<file path="config.mk">
export PLATFORM = sky130hd
export DESIGN_NAME = waveform_stream_sched
export DESIGN_NICKNAME = d
export VERILOG_FILES = /design/src/rtl/waveform_stream_sched.sv
export SDC_FILE = /design/constraint.sdc
export NUM_CORES = 1
export LEC_CHECK = 0
export CAP_MARGIN = 0
export CORE_AREA = 2 2 205 156
export DETAILED_ROUTE_END_ITERATION = 8
export DIE_AREA = 0 0 207 158
export PLACE_DENSITY_LB_ADDON = 0.25
export SLEW_MARGIN = 20
export SYNTH_ARGS = -nofsm -noshare
export SYNTH_HDL_FRONTEND = slang
export SYNTH_SLANG_ARGS = --single-unit
export TNS_END_PERCENT = 5
</file>
<file path="constraint.sdc">
create_clock -name clk_in1 -period 9.95 [get_ports clk_in1]
set_input_delay 1.99 -clock clk_in1 [delete_from_list [all_inputs] [get_ports clk_in1]]
set_output_delay 1.99 -clock clk_in1 [all_outputs]
set_load 0.05 [all_outputs]
</file>
<file path="src/rtl/waveform_stream_sched.sv">
// Purpose: sequences the waveform_stream buffer: latches and loads one waveform, then plays it as a pulse burst at a fixed PRI.
// Latency: each command is accepted on the clock after its pulse, and every output is a register.
// Backpressure: the load stream is only counted while it handshakes, and playback is paced by gating the consumer's tready.
module waveform_stream_sched #(
    parameter int LEN_W = 16,
    parameter int PRI_W = 32,
    parameter int NP_W  = 16
) (
    input  logic             clk_in1,
    input  logic             areset,
    input  logic             cmd_load,
    input  logic             cmd_run,
    input  logic             cmd_abort,
    input  logic [LEN_W-1:0] cmd_wf_len,
    input  logic [NP_W-1:0]  cmd_num_pulses,
    input  logic [PRI_W-1:0] cmd_pri,
    output logic [127:0]     waveform_parameters,
    output logic             init_wf_write,
    input  logic             wf_write_ready,
    input  logic             wf_read_ready,
    input  logic             wfin_tvalid,
    input  logic             wfin_tready,
    input  logic             wfin_tlast,
    input  logic             wfout_tvalid,
    input  logic             wfout_tlast,
    output logic             wfout_gate,
    output logic             pulse_start,
    output logic             loaded,
    output logic             busy,
    output logic             done,
    output logic             err_len,
    output logic             err_overrun,
    output logic             err_param
);

    typedef enum logic [2:0] {
        IDLE,
        REQ,
        LOAD,
        PLAY_WAIT,
        PULSE,
        GAP
    } state_t;

    localparam logic [LEN_W-1:0] LEN_ONE = {{(LEN_W-1){1'b0}}, 1'b1};
    localparam logic [LEN_W-1:0] LEN_MAX = {LEN_W{1'b1}};
    localparam logic [NP_W-1:0]  NP_ONE  = {{(NP_W-1){1'b0}}, 1'b1};
    localparam logic [PRI_W-1:0] PRI_ONE = {{(PRI_W-1){1'b0}}, 1'b1};

    state_t           state;
    logic [LEN_W-1:0] beat_cnt;
    logic [NP_W-1:0]  num_pulses;
    logic [NP_W-1:0]  pulses_done;
    logic [PRI_W-1:0] pri;
    logic [PRI_W-1:0] pri_cnt;

    logic             in_beat;
    logic             out_last;
    logic [LEN_W-1:0] beat_next;
    logic [NP_W-1:0]  pulses_next;
    logic [PRI_W-1:0] pri_dec;

    // Handshake qualifiers and saturating next values shared by the FSM.
    assign in_beat     = wfin_tvalid & wfin_tready;
    assign out_last    = wfout_tvalid & wfout_gate & wfout_tlast;
    assign beat_next   = (beat_cnt == LEN_MAX) ? LEN_MAX : beat_cnt + LEN_ONE;
    assign pulses_next = pulses_done + NP_ONE;
    assign pri_dec     = (pri_cnt == '0) ? '0 : pri_cnt - PRI_ONE;

    // Load/playback state machine with all outputs registered.
    always_ff @(posedge clk_in1 or posedge areset) begin
        if (areset) begin
            state               <= IDLE;
            waveform_parameters <= '0;
            init_wf_write       <= 1'b0;
            wfout_gate          <= 1'b0;
            pulse_start         <= 1'b0;
            loaded              <= 1'b0;
            busy                <= 1'b0;
            done                <= 1'b0;
            err_len             <= 1'b0;
            err_overrun         <= 1'b0;
            err_param           <= 1'b0;
            beat_cnt            <= '0;
            num_pulses          <= '0;
            pulses_done         <= '0;
            pri                 <= '0;
            pri_cnt             <= '0;
        end else begin
            pulse_start <= 1'b0;
            done        <= 1'b0;
            if (cmd_abort && state != IDLE) begin
                // Abort wins over everything else outside IDLE; a partial load leaves no valid waveform.
                state         <= IDLE;
                init_wf_write <= 1'b0;
                wfout_gate    <= 1'b0;
                busy          <= 1'b0;
                done          <= 1'b1;
                if (state == REQ || state == LOAD) begin
                    loaded <= 1'b0;
                end
            end else begin
                case (state)
                    IDLE: begin
                        if (cmd_load) begin
                            if (cmd_wf_len == '0) begin
                                err_param <= 1'b1;
                            end else begin
                                waveform_parameters <= {{(128-LEN_W){1'b0}}, cmd_wf_len};
                                loaded              <= 1'b0;
                                init_wf_write       <= 1'b1;
                                busy                <= 1'b1;
                                state               <= REQ;
                            end
                        end else if (cmd_run) begin
                            if (!loaded || cmd_pri == '0) begin
                                err_param <= 1'b1;
                            end else if (cmd_num_pulses == '0) begin
                                done <= 1'b1;
                            end else begin
                                num_pulses  <= cmd_num_pulses;
                                pri         <= cmd_pri;
                                pulses_done <= '0;
                                busy        <= 1'b1;
                                state       <= PLAY_WAIT;
                            end
                        end
                    end
                    REQ: begin
                        if (wf_write_ready) begin
                            init_wf_write <= 1'b0;
                            beat_cnt      <= '0;
                            state         <= LOAD;
                        end
                    end
                    LOAD: begin
                        if (in_beat) begin
                            beat_cnt <= beat_next;
                            if (wfin_tlast) begin
                                if (beat_next != waveform_parameters[LEN_W-1:0]) begin
                                    err_len <= 1'b1;
                                end
                                loaded <= 1'b1;
                                busy   <= 1'b0;
                                done   <= 1'b1;
                                state  <= IDLE;
                            end else if (beat_cnt == LEN_MAX) begin
                                // Counter is pinned; the stream is already longer than any legal length.
                                err_len <= 1'b1;
                            end
                        end
                    end
                    PLAY_WAIT: begin
                        if (wf_read_ready) begin
                            pri_cnt     <= pri - PRI_ONE;
                            pulse_start <= 1'b1;
                            wfout_gate  <= 1'b1;
                            state       <= PULSE;
                        end
                    end
                    PULSE: begin
                        pri_cnt <= pri_dec;
                        // PRI ran out while the pulse was still streaming.
                        if (pri_cnt == '0) begin
                            err_overrun <= 1'b1;
                        end
                        if (out_last) begin
                            wfout_gate  <= 1'b0;
                            pulses_done <= pulses_next;
                            if (pulses_next == num_pulses) begin
                                busy  <= 1'b0;
                                done  <= 1'b1;
                                state <= IDLE;
                            end else begin
                                state <= GAP;
                            end
                        end
                    end
                    GAP: begin
                        // The counter keeps running through the gap so starts stay exactly one PRI apart.
                        if (pri_cnt == '0) begin
                            pri_cnt     <= pri - PRI_ONE;
                            pulse_start <= 1'b1;
                            wfout_gate  <= 1'b1;
                            state       <= PULSE;
                        end else begin
                            pri_cnt <= pri_dec;
                        end
                    end
                    default: begin
                        state <= IDLE;
                    end
                endcase
            end
        end
    end

endmodule
</file>
Figure 1. Placement by cell class.
(2 px per µm)
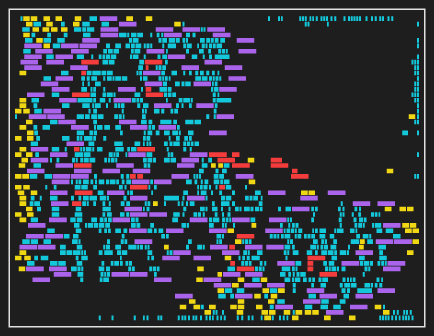
Key: purple = sequential cells [cells 140, share of their area 34%]; yellow = remaining buffers and delay cells [cells 108, share of their area 10%]; cyan = remaining logic cells [cells 863, share of their area 51%]; red = clock drivers and dummy loads [cells 32, share of their area 5.4%]
post-route standard cell area excluding fillers: 0.0110 mm²
post-route core utilization: 35.5%
Placement Rows: 56
flip-flop and latch share of the layout cell area: 32.0%

Figure 2. Zoomed window.
Window x 39 to 64, y 106 to 131 µm. Cells in gray, sequential cells in the stronger gray; small squares are vias.
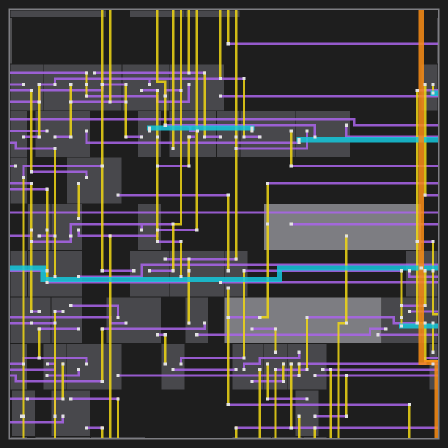
Key: purple = M1; cyan = M3; yellow = M2; orange = M4
Netlist names of flops here include `pri_cnt` (2). Most frequent: nor2_1 (7), nand2_1 (5), xor2_1 (5). Sequential cells in the window: 2. 38 logic cells have their middle in the window.

Figure 3. Drive-strength map.
(2 px per µm)
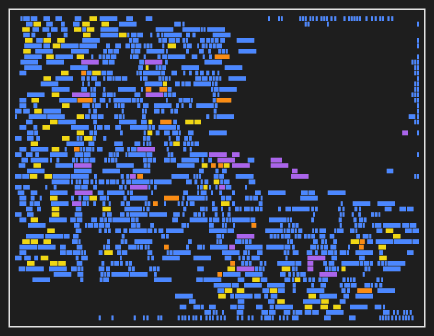
Key: purple = x6 and larger [cells 27, most used clkbuf_16]; orange = x3 and x4 [cells 20, most used buf_4]; yellow = x2 [cells 82, most used mux2_2]; blue = x1 and smaller [cells 1014, most used dfrtp_1]
non-clock buffer instance count of the final layout: 108
area delta synth->final: 16.3%

Figure 4. Metal 1.
(2 px per µm)
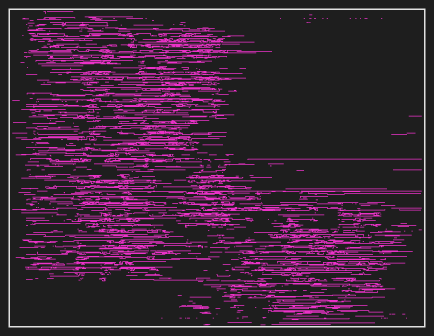
The layer carries 13400 µm of wire. The wires run mostly horizontal. The longest straight run is 86.9 µm. 1042 nets have wire on it. The layer holds 52% of the routed length.

Figure 5. Routing congestion.
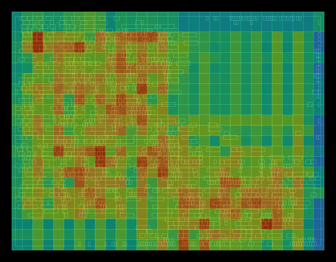
GRT Resource Usage Total: 15.8%
met3 demand-to-capacity share in global routing: 3.17%

==> results.env <==
OUTCOME='finished clean'
GRT_START_MAX_NET_PINS=76
GRT_PASS1_WL_UM=41000
GP_ROUTABILITY_CONGESTION=0.836
WORST_SETUP_SLACK_FINAL_PS=5290
TAP-CELL-COUNT=406
TOPROUTINGLAYERUSED='met5'
SYN-MEAN-INSTANCE-AREA_UM2=8.98
PLACED_AREA_MM2=0.0104
ADDER_SHARE_PCT=0.664
FINAL_ANTENNA_NET_COUNT=0
POWER.SEQUENTIAL.TOTAL_mW=1.02
COMB_AREA_SHARE_PCT=47.5
ANTENNA_FOUND_INITIAL=1
PLACED_INSTANCES=1517
ROUTED_VIA_DENSITY=5.07
COUNT_OF_WARNING_MESSAGES_EMITTED_BY_THE_TOOLS=27
WORST_PATH_LARGEST_CELL_DELAY_PS=800
NFILLCELLS=3166
REGAREA_MM2=0.00350
ENABLE_FLOP_CELLS=0
WL_PER_CELL_UM=16.5
DRCVIOLATIONCOUNT=0
FINALSETUPTNS_PS=0
CTS.SINK_COUNT=140
FINAL_CELLS=1549
TOTAL_POWER_mW=2.96
MIN_TO='err_overrun$_DFFE_PP0P_'
RR_STARTPOINT='pulses_done[0]$_DFFE_PP0P_'
CLK-POWER_mW=0.622
FIRST_GLOBAL_VIAS=7188
LEAK_PWR_nW=4.65
